--- src/rtl/photon_counter_if.sv ---
// Configuration bus for photon_counter: timebase selection, sequencer timing and count window length.
interface photon_counter_if;
    logic        sync_src;
    logic [7:0]  sync_div;
    logic [31:0] clk_divide;
    logic [16:0] max_count_f;
    logic [31:0] pulsePeriod_div;
    logic [31:0] pw_div_out0;
    logic [31:0] pw_div_out1;
    logic [31:0] delay_div_out0;
    logic [31:0] delay_div_out1;
    logic [31:0] pw_div_in0;
    logic [31:0] pw_div_in1;
    logic [31:0] delay_div_in0;
    logic [31:0] delay_div_in1;
    logic [31:0] slow_pulsePeriod_div;
    logic [31:0] slow_pw_div_out0;
    logic [31:0] slow_pw_div_out1;
    logic [31:0] slow_delay_div_out0;
    logic [31:0] slow_delay_div_out1;
    logic [31:0] slow_pw_div_in0;
    logic [31:0] slow_pw_div_in1;
    logic [31:0] slow_delay_div_in0;
    logic [31:0] slow_delay_div_in1;

    modport master (
        output sync_src, sync_div, clk_divide, max_count_f, pulsePeriod_div,
               pw_div_out0, pw_div_out1, delay_div_out0, delay_div_out1,
               pw_div_in0, pw_div_in1, delay_div_in0, delay_div_in1,
               slow_pulsePeriod_div,
               slow_pw_div_out0, slow_pw_div_out1, slow_delay_div_out0, slow_delay_div_out1,
               slow_pw_div_in0, slow_pw_div_in1, slow_delay_div_in0, slow_delay_div_in1
    );

    modport slave (
        input  sync_src, sync_div, clk_divide, max_count_f, pulsePeriod_div,
               pw_div_out0, pw_div_out1, delay_div_out0, delay_div_out1,
               pw_div_in0, pw_div_in1, delay_div_in0, delay_div_in1,
               slow_pulsePeriod_div,
               slow_pw_div_out0, slow_pw_div_out1, slow_delay_div_out0, slow_delay_div_out1,
               slow_pw_div_in0, slow_pw_div_in1, slow_delay_div_in0, slow_delay_div_in1
    );
endinterface

--- src/rtl/photon_counter.sv ---
// Gated two-channel photon counter driven by a fast/slow pulse sequencer on a divided timebase.
// Define PHC_SATURATE_EN to make the photon accumulators saturate at all-ones instead of wrapping.
module photon_counter #(
    parameter int CNT_W       = 32,
    parameter int SYNC_STAGES = 2
) (
    input  logic             clk_in,
    input  logic             reset_n,
    input  logic             pmt_in1,
    input  logic             pmt_in2,
    input  logic             sync_in,
    photon_counter_if.slave  cfg,
    output logic [1:0]       pulse_out,
    output logic [1:0]       slow_pulse_out,
    output logic             phcountbool,
    output logic             pmt_out,
    output logic             reset_out,
    output logic [CNT_W-1:0] count0,
    output logic [CNT_W-1:0] count1,
    output logic             count_valid,
    output logic [7:0]       led
);
    localparam logic [CNT_W-1:0] ACC_ONE = CNT_W'(1);

    logic [2:0]                  w_async;
    logic [2:0][SYNC_STAGES-1:0] r_sync;
    logic [2:0]                  w_syncLvl;
    logic [2:0]                  r_syncPrev;
    logic [2:0]                  w_rise;
    logic                        r_pmtOut;

    logic        r_syncSrcQ;
    logic        w_srcChange;
    logic [31:0] r_clkDivCnt;
    logic [7:0]  r_syncDivCnt;
    logic        w_tick;

    logic [31:0] r_fph;
    logic [31:0] r_sph;
    logic [31:0] w_fphLast;
    logic [31:0] w_sphLast;
    logic        w_fwrap;

    logic [1:0]  r_pulseOut;
    logic [1:0]  r_slowOut;
    logic [1:0]  r_gate;

    logic [16:0]      r_winCnt;
    logic [16:0]      w_maxEff;
    logic             w_winEnd;
    logic [CNT_W-1:0] r_acc0;
    logic [CNT_W-1:0] r_acc1;
    logic [CNT_W-1:0] w_acc0Next;
    logic [CNT_W-1:0] w_acc1Next;
    logic [CNT_W-1:0] r_count0;
    logic [CNT_W-1:0] r_count1;
    logic             r_countValid;

    function automatic logic win(input logic [31:0] ph, input logic [31:0] d, input logic [31:0] w);
        logic [32:0] p;
        logic [32:0] lo;
        logic [32:0] hi;
        p  = {1'b0, ph};
        lo = {1'b0, d};
        hi = lo + {1'b0, w};
        return (lo <= p) && (p < hi);
    endfunction

    function automatic logic [CNT_W-1:0] bump(input logic [CNT_W-1:0] v, input logic en);
        logic [CNT_W-1:0] nxt;
        nxt = v;
`ifdef PHC_SATURATE_EN
        if (en && (v != '1)) nxt = v + ACC_ONE;
`else
        if (en) nxt = v + ACC_ONE;
`endif
        return nxt;
    endfunction

    assign w_async = {sync_in, pmt_in2, pmt_in1};

    // Bit 0 of each chain takes the raw input; the top bit is the synchronized level.
    always_ff @(posedge clk_in or negedge reset_n) begin
        if (!reset_n) begin
            r_sync     <= '0;
            r_syncPrev <= '0;
            r_pmtOut   <= 1'b0;
        end else begin
            for (int i = 0; i < 3; i++) begin
                r_sync[i] <= {r_sync[i][SYNC_STAGES-2:0], w_async[i]};
            end
            r_syncPrev <= w_syncLvl;
            r_pmtOut   <= w_syncLvl[0] | w_syncLvl[1];
        end
    end

    always_comb begin
        w_syncLvl = '0;
        for (int i = 0; i < 3; i++) begin
            w_syncLvl[i] = r_sync[i][SYNC_STAGES-1];
        end
    end

    assign w_rise = w_syncLvl & ~r_syncPrev;

    // A change of timebase source restarts both dividers and suppresses the tick for that cycle.
    assign w_srcChange = (cfg.sync_src != r_syncSrcQ);
    assign w_tick = !w_srcChange &&
                    (cfg.sync_src ? (w_rise[2] && (r_syncDivCnt >= cfg.sync_div))
                                  : (r_clkDivCnt >= cfg.clk_divide));

    always_ff @(posedge clk_in or negedge reset_n) begin
        if (!reset_n) begin
            r_syncSrcQ   <= 1'b0;
            r_clkDivCnt  <= '0;
            r_syncDivCnt <= '0;
        end else begin
            r_syncSrcQ <= cfg.sync_src;
            if (w_srcChange) begin
                r_clkDivCnt  <= '0;
                r_syncDivCnt <= '0;
            end else if (!cfg.sync_src) begin
                if (r_clkDivCnt >= cfg.clk_divide) r_clkDivCnt <= '0;
                else                               r_clkDivCnt <= r_clkDivCnt + 32'd1;
            end else if (w_rise[2]) begin
                if (r_syncDivCnt >= cfg.sync_div) r_syncDivCnt <= '0;
                else                              r_syncDivCnt <= r_syncDivCnt + 8'd1;
            end
        end
    end

    assign w_fphLast = (cfg.pulsePeriod_div == 32'd0)      ? 32'd0 : cfg.pulsePeriod_div - 32'd1;
    assign w_sphLast = (cfg.slow_pulsePeriod_div == 32'd0) ? 32'd0 : cfg.slow_pulsePeriod_div - 32'd1;
    assign w_fwrap   = w_tick && (r_fph >= w_fphLast);

    always_ff @(posedge clk_in or negedge reset_n) begin
        if (!reset_n) begin
            r_fph <= '0;
            r_sph <= '0;
        end else begin
            if (w_tick) begin
                r_fph <= w_fwrap ? 32'd0 : r_fph + 32'd1;
            end
            if (w_fwrap) begin
                r_sph <= (r_sph >= w_sphLast) ? 32'd0 : r_sph + 32'd1;
            end
        end
    end

    always_ff @(posedge clk_in or negedge reset_n) begin
        if (!reset_n) begin
            r_pulseOut <= '0;
            r_slowOut  <= '0;
            r_gate     <= '0;
        end else begin
            r_pulseOut[0] <= win(r_fph, cfg.delay_div_out0, cfg.pw_div_out0);
            r_pulseOut[1] <= win(r_fph, cfg.delay_div_out1, cfg.pw_div_out1);
            r_slowOut[0]  <= win(r_sph, cfg.slow_delay_div_out0, cfg.slow_pw_div_out0);
            r_slowOut[1]  <= win(r_sph, cfg.slow_delay_div_out1, cfg.slow_pw_div_out1);
            r_gate[0]     <= win(r_fph, cfg.delay_div_in0, cfg.pw_div_in0) &&
                             win(r_sph, cfg.slow_delay_div_in0, cfg.slow_pw_div_in0);
            r_gate[1]     <= win(r_fph, cfg.delay_div_in1, cfg.pw_div_in1) &&
                             win(r_sph, cfg.slow_delay_div_in1, cfg.slow_pw_div_in1);
        end
    end

    assign w_maxEff   = (cfg.max_count_f == 17'd0) ? 17'd1 : cfg.max_count_f;
    assign w_winEnd   = w_fwrap && ((r_winCnt + 17'd1) >= w_maxEff);
    assign w_acc0Next = bump(r_acc0, w_rise[0] & r_gate[0]);
    assign w_acc1Next = bump(r_acc1, w_rise[1] & r_gate[1]);

    // The latched count includes an edge arriving on the very cycle the window closes.
    always_ff @(posedge clk_in or negedge reset_n) begin
        if (!reset_n) begin
            r_winCnt     <= '0;
            r_acc0       <= '0;
            r_acc1       <= '0;
            r_count0     <= '0;
            r_count1     <= '0;
            r_countValid <= 1'b0;
        end else begin
            r_countValid <= w_winEnd;
            if (w_winEnd) begin
                r_winCnt <= '0;
                r_count0 <= w_acc0Next;
                r_count1 <= w_acc1Next;
                r_acc0   <= '0;
                r_acc1   <= '0;
            end else begin
                if (w_fwrap) r_winCnt <= r_winCnt + 17'd1;
                r_acc0 <= w_acc0Next;
                r_acc1 <= w_acc1Next;
            end
        end
    end

    assign pulse_out      = r_pulseOut;
    assign slow_pulse_out = r_slowOut;
    assign phcountbool    = r_gate[0] | r_gate[1];
    assign pmt_out        = r_pmtOut;
    assign reset_out      = r_countValid;
    assign count_valid    = r_countValid;
    assign count0         = r_count0;
    assign count1         = r_count1;
    assign led            = r_count0[7:0];
endmodule

--- src/flat_wrapper.sv ---
// flat-port wrapper written by rule: the top's interface ports become plain ports
module photon_counter_flat 
#(
    parameter int CNT_W       = 32,
    parameter int SYNC_STAGES = 2
)
  (clk_in, reset_n, pmt_in1, pmt_in2, sync_in, pulse_out, slow_pulse_out, phcountbool, pmt_out, reset_out, count0, count1, count_valid, led, cfg_sync_src, cfg_sync_div, cfg_clk_divide, cfg_max_count_f, cfg_pulsePeriod_div, cfg_pw_div_out0, cfg_pw_div_out1, cfg_delay_div_out0, cfg_delay_div_out1, cfg_pw_div_in0, cfg_pw_div_in1, cfg_delay_div_in0, cfg_delay_div_in1, cfg_slow_pulsePeriod_div, cfg_slow_pw_div_out0, cfg_slow_pw_div_out1, cfg_slow_delay_div_out0, cfg_slow_delay_div_out1, cfg_slow_pw_div_in0, cfg_slow_pw_div_in1, cfg_slow_delay_div_in0, cfg_slow_delay_div_in1);
  photon_counter_if cfg_i ();
  input  logic clk_in;
  input  logic reset_n;
  input  logic pmt_in1;
  input  logic pmt_in2;
  input  logic sync_in;
  output logic [1:0] pulse_out;
  output logic [1:0] slow_pulse_out;
  output logic phcountbool;
  output logic pmt_out;
  output logic reset_out;
  output logic [CNT_W-1:0] count0;
  output logic [CNT_W-1:0] count1;
  output logic count_valid;
  output logic [7:0] led;
  input wire logic [$bits(cfg_i.sync_src)-1:0] cfg_sync_src;
  input wire logic [$bits(cfg_i.sync_div)-1:0] cfg_sync_div;
  input wire logic [$bits(cfg_i.clk_divide)-1:0] cfg_clk_divide;
  input wire logic [$bits(cfg_i.max_count_f)-1:0] cfg_max_count_f;
  input wire logic [$bits(cfg_i.pulsePeriod_div)-1:0] cfg_pulsePeriod_div;
  input wire logic [$bits(cfg_i.pw_div_out0)-1:0] cfg_pw_div_out0;
  input wire logic [$bits(cfg_i.pw_div_out1)-1:0] cfg_pw_div_out1;
  input wire logic [$bits(cfg_i.delay_div_out0)-1:0] cfg_delay_div_out0;
  input wire logic [$bits(cfg_i.delay_div_out1)-1:0] cfg_delay_div_out1;
  input wire logic [$bits(cfg_i.pw_div_in0)-1:0] cfg_pw_div_in0;
  input wire logic [$bits(cfg_i.pw_div_in1)-1:0] cfg_pw_div_in1;
  input wire logic [$bits(cfg_i.delay_div_in0)-1:0] cfg_delay_div_in0;
  input wire logic [$bits(cfg_i.delay_div_in1)-1:0] cfg_delay_div_in1;
  input wire logic [$bits(cfg_i.slow_pulsePeriod_div)-1:0] cfg_slow_pulsePeriod_div;
  input wire logic [$bits(cfg_i.slow_pw_div_out0)-1:0] cfg_slow_pw_div_out0;
  input wire logic [$bits(cfg_i.slow_pw_div_out1)-1:0] cfg_slow_pw_div_out1;
  input wire logic [$bits(cfg_i.slow_delay_div_out0)-1:0] cfg_slow_delay_div_out0;
  input wire logic [$bits(cfg_i.slow_delay_div_out1)-1:0] cfg_slow_delay_div_out1;
  input wire logic [$bits(cfg_i.slow_pw_div_in0)-1:0] cfg_slow_pw_div_in0;
  input wire logic [$bits(cfg_i.slow_pw_div_in1)-1:0] cfg_slow_pw_div_in1;
  input wire logic [$bits(cfg_i.slow_delay_div_in0)-1:0] cfg_slow_delay_div_in0;
  input wire logic [$bits(cfg_i.slow_delay_div_in1)-1:0] cfg_slow_delay_div_in1;
  assign cfg_i.sync_src = cfg_sync_src;
  assign cfg_i.sync_div = cfg_sync_div;
  assign cfg_i.clk_divide = cfg_clk_divide;
  assign cfg_i.max_count_f = cfg_max_count_f;
  assign cfg_i.pulsePeriod_div = cfg_pulsePeriod_div;
  assign cfg_i.pw_div_out0 = cfg_pw_div_out0;
  assign cfg_i.pw_div_out1 = cfg_pw_div_out1;
  assign cfg_i.delay_div_out0 = cfg_delay_div_out0;
  assign cfg_i.delay_div_out1 = cfg_delay_div_out1;
  assign cfg_i.pw_div_in0 = cfg_pw_div_in0;
  assign cfg_i.pw_div_in1 = cfg_pw_div_in1;
  assign cfg_i.delay_div_in0 = cfg_delay_div_in0;
  assign cfg_i.delay_div_in1 = cfg_delay_div_in1;
  assign cfg_i.slow_pulsePeriod_div = cfg_slow_pulsePeriod_div;
  assign cfg_i.slow_pw_div_out0 = cfg_slow_pw_div_out0;
  assign cfg_i.slow_pw_div_out1 = cfg_slow_pw_div_out1;
  assign cfg_i.slow_delay_div_out0 = cfg_slow_delay_div_out0;
  assign cfg_i.slow_delay_div_out1 = cfg_slow_delay_div_out1;
  assign cfg_i.slow_pw_div_in0 = cfg_slow_pw_div_in0;
  assign cfg_i.slow_pw_div_in1 = cfg_slow_pw_div_in1;
  assign cfg_i.slow_delay_div_in0 = cfg_slow_delay_div_in0;
  assign cfg_i.slow_delay_div_in1 = cfg_slow_delay_div_in1;
  photon_counter #(.CNT_W(CNT_W), .SYNC_STAGES(SYNC_STAGES)) u_core (.clk_in(clk_in), .reset_n(reset_n), .pmt_in1(pmt_in1), .pmt_in2(pmt_in2), .sync_in(sync_in), .cfg(cfg_i), .pulse_out(pulse_out), .slow_pulse_out(slow_pulse_out), .phcountbool(phcountbool), .pmt_out(pmt_out), .reset_out(reset_out), .count0(count0), .count1(count1), .count_valid(count_valid), .led(led));
endmodule
--- config.mk ---
export PLATFORM = sky130hd
export DESIGN_NAME = photon_counter_flat
export DESIGN_NICKNAME = d
export VERILOG_FILES = /design/src/rtl/photon_counter_if.sv /design/src/rtl/photon_counter.sv /design/src/flat_wrapper.sv
export SDC_FILE = /design/constraint.sdc
export NUM_CORES = 2
export LEC_CHECK = 0
export CAP_MARGIN = 20
export CELL_PAD_IN_SITES_DETAIL_PLACEMENT = 0
export CELL_PAD_IN_SITES_GLOBAL_PLACEMENT = 1
export CORE_ASPECT_RATIO = 1.75
export CORE_UTILIZATION = 37
export DETAILED_ROUTE_END_ITERATION = 8
export PLACE_DENSITY = 0.84
export SYNTH_ARGS = -nofsm -noshare
export SYNTH_HDL_FRONTEND = slang
export SYNTH_SLANG_ARGS = --single-unit
--- constraint.sdc ---
create_clock -name clk_in -period 3.73 [get_ports clk_in]
set_input_delay 0.746 -clock clk_in [delete_from_list [all_inputs] [get_ports clk_in]]
set_output_delay 0.746 -clock clk_in [all_outputs]
set_load 0.02 [all_outputs]
cell_classes.png
Fill, decap, tap and diode cells in gray.
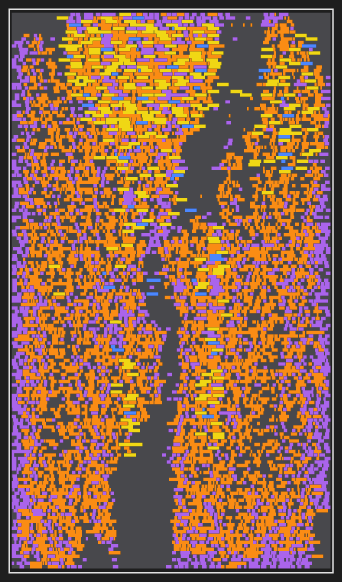
all other logic: shown in orange, cells 4490. clock drivers and dummy loads: shown in blue, cells 54. other buffers and delay cells: shown in purple, cells 2071. flip-flops: shown in yellow, cells 267.
final instance area: 66300 sq um
Core Rows: 159
sequential fraction of total cell area: 10.1%
floorplan core area: 107000 sq um

metal_stack.png
The bar under the picture is 100 um long. Only two layers are drawn.
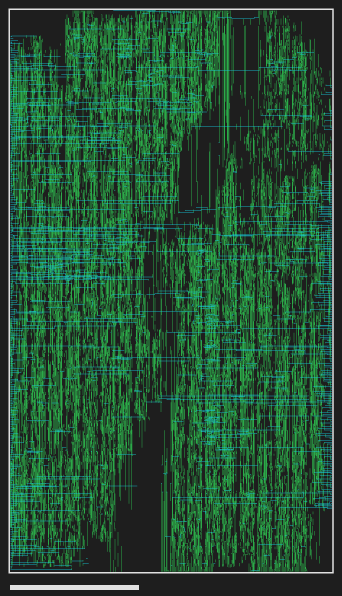
met2: shown in green, wire length 97.9 mm. met3: shown in cyan, wire length 13600 um.
wire per inst: 24.4 um
drt total wl: 202000 um
overall fraction of global-route tracks in use: 34.5%
via count of the routed design: 48213

zoom.png
The bar under the picture is 20 um long. Region (38, 84) to (88, 134) um. Cells in gray, sequential cells in the stronger gray; small squares are vias.
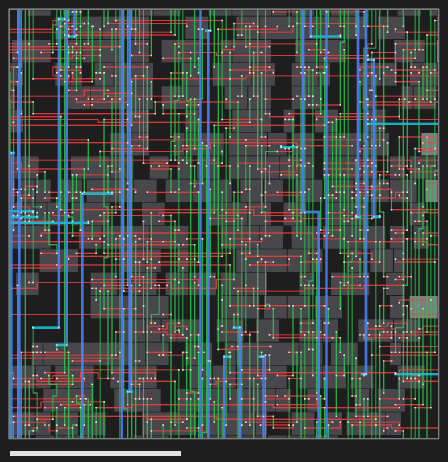
met2: shown in green. met1: shown in red. met3: shown in cyan. met4: shown in blue.
194 logic cells have their middle in the window. Most frequent: buf_4 (43), ha_1 (30), a21oi_1 (15). Sequential cells in the window: 0.

wire_density.png
The bar under the picture is 100 um long. 13 x 22 tiles, from black (low) to pale yellow (high), scaled to the fullest tile. Values are wire area over tile area, all layers added.
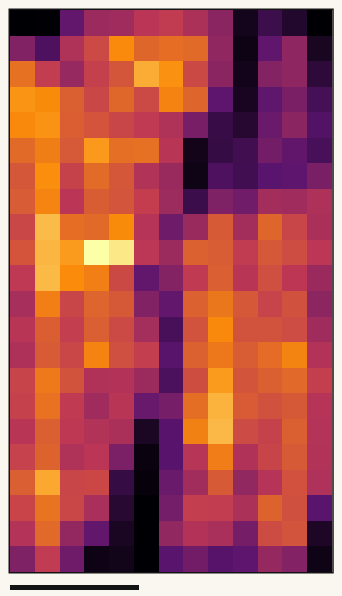
The densest ninth of the die: left middle. 50% of the tiles are over half the peak. The fullest tile reaches 0.69. The emptiest ninth of the die: top right. The mean over all tiles is 0.32.

==> report_table.html <==
<h2>Implementation results</h2>
<table>
<tr><th>Metric</th><th>Value</th></tr>
<tr><th colspan="2">Status</th></tr>
<tr><td>Run status</td><td>finished with violations</td></tr>
<tr><td>Violated checks</td><td>setup timing</td></tr>
<tr><th colspan="2">GRT</th></tr>
<tr><td>Maximum number of pins on one net before global-route repair</td><td>roughly 83</td></tr>
<tr><td>Vias in the first global route</td><td>between 40000 and 50000</td></tr>
<tr><td>Final global-route overflow total</td><td>0</td></tr>
<tr><td>Global-route wire length before repair</td><td>between 200000 and 300000 um</td></tr>
<tr><td>Number of antenna violations at the first check in global routing</td><td>72</td></tr>
<tr><th colspan="2">STA</th></tr>
<tr><td>Hold_ws</td><td>144 ps</td></tr>
<tr><td>Final Skew</td><td>19.1 ps</td></tr>
<tr><td>Period minus WS final</td><td>~4700 ps</td></tr>
<tr><td>Post-route worst setup slack</td><td>-1020 ps</td></tr>
<tr><td>Number of failing setup endpoints in the final timing report</td><td>216</td></tr>
<tr><td>Pin slew with the least headroom to its limit</td><td>about 790 ps</td></tr>
<tr><td>Final worst-path cycle share</td><td>127%</td></tr>
<tr><td>Max Freq</td><td>about 0.21 GHz</td></tr>
<tr><td>Unrepaired setup endpoints after global routing</td><td>true</td></tr>
<tr><td>Final Max-Slew Violation Tally</td><td>0</td></tr>
<tr><td>Relative max-transition margin</td><td>a little under half</td></tr>
<tr><th colspan="2">Synthesis</th></tr>
<tr><td>Cell count listed in synth_stat.txt</td><td>~4900</td></tr>
<tr><td>Cell count after synthesis</td><td>about 4900</td></tr>
<tr><td>Number of storage elements in the synthesis netlist</td><td>between 200 and 300</td></tr>
<tr><td>Share of flip-flops with an asynchronous set or reset</td><td>100%</td></tr>
<tr><td>Net count of the mapped netlist</td><td>6395</td></tr>
<tr><td>Count of unique library cells instantiated by Yosys</td><td>~95</td></tr>
<tr><td>XOR/XNOR Fraction of Synth Area</td><td>7.52%</td></tr>
<tr><td>Chip area line of the yosys report</td><td>40100 sq um</td></tr>
<tr><td>Flip-flops with a built-in enable</td><td>0</td></tr>
<tr><td>Sequential fraction of the synthesis area</td><td>16.7%</td></tr>
<tr><td>Synthesis Warnings</td><td>0</td></tr>
<tr><td>Post-synth top flop</td><td>sky130_fd_sc_hd__dfrtp_1</td></tr>
<tr><td>Post-Syn Area per Cell</td><td>between 8 and 9 sq um</td></tr>
<tr><td>Fraction of synthesized area in multiplexers</td><td>less than 1%</td></tr>
<tr><td>Netlist area before placement</td><td>around 40000 sq um</td></tr>
<tr><td>Simple Share, Synth</td><td>between 10% and 20%</td></tr>
<tr><td>Fa+ha+maj area frac</td><td>between 20 and 30%</td></tr>
<tr><th colspan="2">Layout</th></tr>
<tr><td>Final Instance Count excl. Fillers</td><td>between 8000 and 9000</td></tr>
<tr><td>Most common cell after layout, fill and taps aside</td><td>sky130_fd_sc_hd__buf_4</td></tr>
<tr><td>Area growth from synthesis to layout</td><td>65.4%</td></tr>
<tr><td>Share of post-route cells with drive strength above 1</td><td>31.7%</td></tr>
<tr><td>Leading cell types in the layout, fill and taps excluded</td><td>sky130_fd_sc_hd__buf_4 (1246), sky130_fd_sc_hd__ha_1 (785), sky130_fd_sc_hd__clkdlybuf4s50_1 (466)</td></tr>
<tr><td>Count of fill cells added during filler insertion</td><td>roughly 8900</td></tr>
<tr><td>Number of nets in the layout</td><td>between 8000 and 9000</td></tr>
<tr><th colspan="2">Placed design</th></tr>
<tr><td>Placement Cell Area</td><td>approximately 60000 sq um</td></tr>
<tr><td>Count of placed standard cells including taps</td><td>slightly above 8000</td></tr>
<tr><td>Final RePlAce weighted congestion</td><td>1.03</td></tr>
<tr><td>Count of input and output buffers</td><td>around 700</td></tr>
<tr><td>Detailed placement HPWL</td><td>between 150000 and 200000 um</td></tr>
<tr><td>Post-placement worst setup slack</td><td>-2590 ps</td></tr>
<tr><th colspan="2">Worst setup path</th></tr>
<tr><td>Setup crit end kind</td><td>register</td></tr>
<tr><td>Longest individual stage delay on the worst path</td><td>about 410 ps</td></tr>
<tr><td>FF-to-FF setup slack</td><td>-460 ps</td></tr>
<tr><td>Worst reg-to-reg path cell count</td><td>17</td></tr>
<tr><td>Endpoint of the lowest-slack register-to-register path</td><td>u_core.count0[27]</td></tr>
<tr><td>Cell at the slowest stage of the critical path</td><td>sky130_fd_sc_hd__o32a_2</td></tr>
<tr><td>Capture point of the critical path</td><td>u_core.r_gate[1]</td></tr>
<tr><td>Arrival time at the worst endpoint</td><td>~5300 ps</td></tr>
<tr><td>Start of the worst register-to-register path</td><td>u_core.r_winCnt[0]</td></tr>
<tr><td>Required arrival time at the worst endpoint</td><td>4230 ps</td></tr>
<tr><td>Kind of critical path</td><td>primary input to register</td></tr>
<tr><td>Kind of start point of the critical path</td><td>primary input</td></tr>
<tr><td>Largest fanout on the critical path</td><td>3</td></tr>
<tr><td>Cell-by-cell listing of the critical path</td><td>buf_8 -&gt; ha_4 -&gt; fa_2 -&gt; a21o_1 -&gt; a21oi_4 -&gt; o21ai_2 -&gt; a31o_4 -&gt; o311ai_4 -&gt; nor2_2 -&gt; o41ai_2 -&gt; xor2_1 -&gt; ha_1 -&gt; nand4_1 -&gt; nor4_4 -&gt; o211ai_1 -&gt; o221ai_2 -&gt; a2111oi_2 -&gt; o32a_2 -&gt; o211a_1</td></tr>
<tr><td>Worst setup startpoint</td><td>cfg_slow_delay_div_in1[0]</td></tr>
<tr><th colspan="2">Power</th></tr>
<tr><td>Leakage</td><td>32.5 nW</td></tr>
<tr><td>Share of power burned in registers</td><td>between 20 and 25%</td></tr>
<tr><td>Clock share of power</td><td>21.0%</td></tr>
<tr><td>Power Density</td><td>233 nW/um^2</td></tr>
<tr><td>Switching Fraction</td><td>between 30% and 40%</td></tr>
<tr><td>Largest voltage drop on the vdd net</td><td>0.237 mV</td></tr>
<tr><td>Psw</td><td>slightly above 6 mW</td></tr>
<tr><td>P_int</td><td>approximately 9.4 mW</td></tr>
<tr><th colspan="2">Min path</th></tr>
<tr><td>HP Class</td><td>primary input to asynchronous set/reset pin</td></tr>
<tr><th colspan="2">Clock tree</th></tr>
<tr><td>CTS clock-pin slew for the worst setup and hold paths</td><td>roughly 60 ps</td></tr>
<tr><td>Clk Tree Root Cell</td><td>sky130_fd_sc_hd__clkbuf_16</td></tr>
<tr><td>CTS Buf Count</td><td>30</td></tr>
<tr><td>TritonCTS sink count</td><td>between 200 and 300</td></tr>
<tr><td>Largest buffer count on any clock path</td><td>3</td></tr>
<tr><td>Clock Latency Late Sink</td><td>620 ps</td></tr>
<tr><td>Clock tree from TritonCTS</td><td>done</td></tr>
<tr><td>Number of levels the H-tree was split into</td><td>1</td></tr>
<tr><th colspan="2">Detailed routing</th></tr>
<tr><td>Number of search-and-repair iterations in the first detailed-routing pass</td><td>5</td></tr>
<tr><td>Vias per Instance</td><td>roughly 5.8</td></tr>
<tr><td>Remaining routing DRC violations</td><td>0</td></tr>
<tr><td>Detailed Route Iter0 Violations</td><td>~2600</td></tr>
<tr><td>Count of nets left with antenna violations after detail routing</td><td>0</td></tr>
<tr><th colspan="2">Floorplanning</th></tr>
<tr><td>Area of the die</td><td>about 110000 sq um</td></tr>
<tr><td>Starting Density</td><td>between 30 and 40%</td></tr>
<tr><td>Number of I/O pins</td><td>a little over 700</td></tr>
<tr><td>Die Y-Extent</td><td>roughly 440 um</td></tr>
<tr><td>Floorplan die width</td><td>around 250 um</td></tr>
<tr><th colspan="2">Job</th></tr>
<tr><td>Tool warnings</td><td>31</td></tr>
<tr><td>Max-cap violation count</td><td>0</td></tr>
</table>
[routing by layer]
layer  global-route usage [%]  vias to the layer above  wire, um
met5                        0                        -       413
met4                     27.3                       62     19300
met3                     6.70                      790     13600
met2                     62.0                     1959     97900
met1                     34.7                    23009     70500
li1                         -                    22393         -
[stage by stage]
| step | power (mW) | setup TNS [ps] | utilization, % |
|---|---|---|---|
| after detailed placement | 10.9 | -411980 | 54.7 |
| after floorplan | 7.38 | -167090 | - |
| final | 15.4 | -143380 | 61.8 |
| after global placement | 10.8 | -395650 | 54.7 |
| after global routing | 16.3 | -178100 | 61.8 |
| after CTS | 14.7 | -138050 | 59.1 |
[power groups by stage]
| stage | logic, mW | clock network (mW) | registers (mW) |
|---|---|---|---|
| global placement | 7.31 | 0 | 3.47 |
| global route | 9.39 | 3.36 | 3.51 |
| floorplan | 3.94 | 0 | 3.44 |
| CTS | 7.99 | 3.24 | 3.44 |
| finish | 8.70 | 3.25 | 3.49 |
| detailed placement | 7.46 | 0 | 3.49 |
[layout make-up]
class	count	area, sq um	area share (%)
diodes	30	75.1	0.113
repair buffers	2071	18700	28.2
multi-input cells	4258	37200	56.1
well taps	1368	1710	2.58
flip-flops and latches	267	6680	10.1
clock buffers	38	841	1.27
inverters	232	871	1.31
clock inverters	16	210	0.317
[cells in the mapped netlist (all sizes together), types with 6 or more instances]
cell	count	area, sq um
a221o	12	120
or3	26	163
nand2b	83	519
inv	232	871
o21bai	40	300
a31oi	95	601
o22ai	6	37.5
a211o	18	158
buf	47	261
nand3	151	761
and4	25	219
o2111ai	10	87.6
mux2i	8	80.1
nor2	332	1260
dfrtp	267	6680
o31ai	56	420
a21oi	414	2080
fa	8	160
ha	893	11200
nor4	45	288
o21a	73	548
a31o	16	140
o2bb2ai	15	131
a2111oi	13	140
a22o	25	219
o21ai	276	1390
xor2	184	1610
xnor2	160	1400
a211oi	56	425
nor3	96	490
o31a	10	87.6
nand4	130	813
clkbuf	53	199
nand2	280	1050
a41oi	6	67.6
o211ai	33	248
a21o	324	2430
nor2b	74	463
and2	24	150
or4	14	105
a221oi	12	105
and3	93	583
o41ai	22	200
a311oi	7	61.3
or2	25	156
[sequential cells by signal, summed over array words and instances (netlist names), 2 cells and up]
register	count
u_core.r_clkDivCnt	32
u_core.r_winCnt	17
u_core.r_syncDivCnt	8
u_core.r_acc0	32
u_core.r_fph	32
u_core.r_syncPrev	3
u_core.pulse_out	2
u_core.r_sync	6
u_core.slow_pulse_out	2
u_core.r_acc1	32
u_core.r_sph	32
u_core.r_gate	2
u_core.count1	32
u_core.count0	32
[cells by family (layout without fill, tap and decap cells)]
family          after synthesis  after routing
flops                       267            267
xor+xnor                    344            344
fa+ha+maj                   901            901
simple gates               1417           1419
buf+inv                     332           2357
other cells                   0             30
mux                           8              8
compound gates             1586           1586
[repair_timing]
action | in CTS | in global routing
buffers inserted | 87 | 55
endpoints found under the setup margin | 216 | 216
hold buffers | 0 | 0
cloned | 30 | 2
pin swaps | 224 | 319
gates resized | 748 | 625
[worst max-delay path, delay by kind of cell]
family          cells  cell delay, ps
fa+ha+maj           3             820
buf+inv             1             100
compound gates     11            2740
xor+xnor            1             160
simple gates        3             670
No activity file was given, so power comes from the tool's default toggle rates.
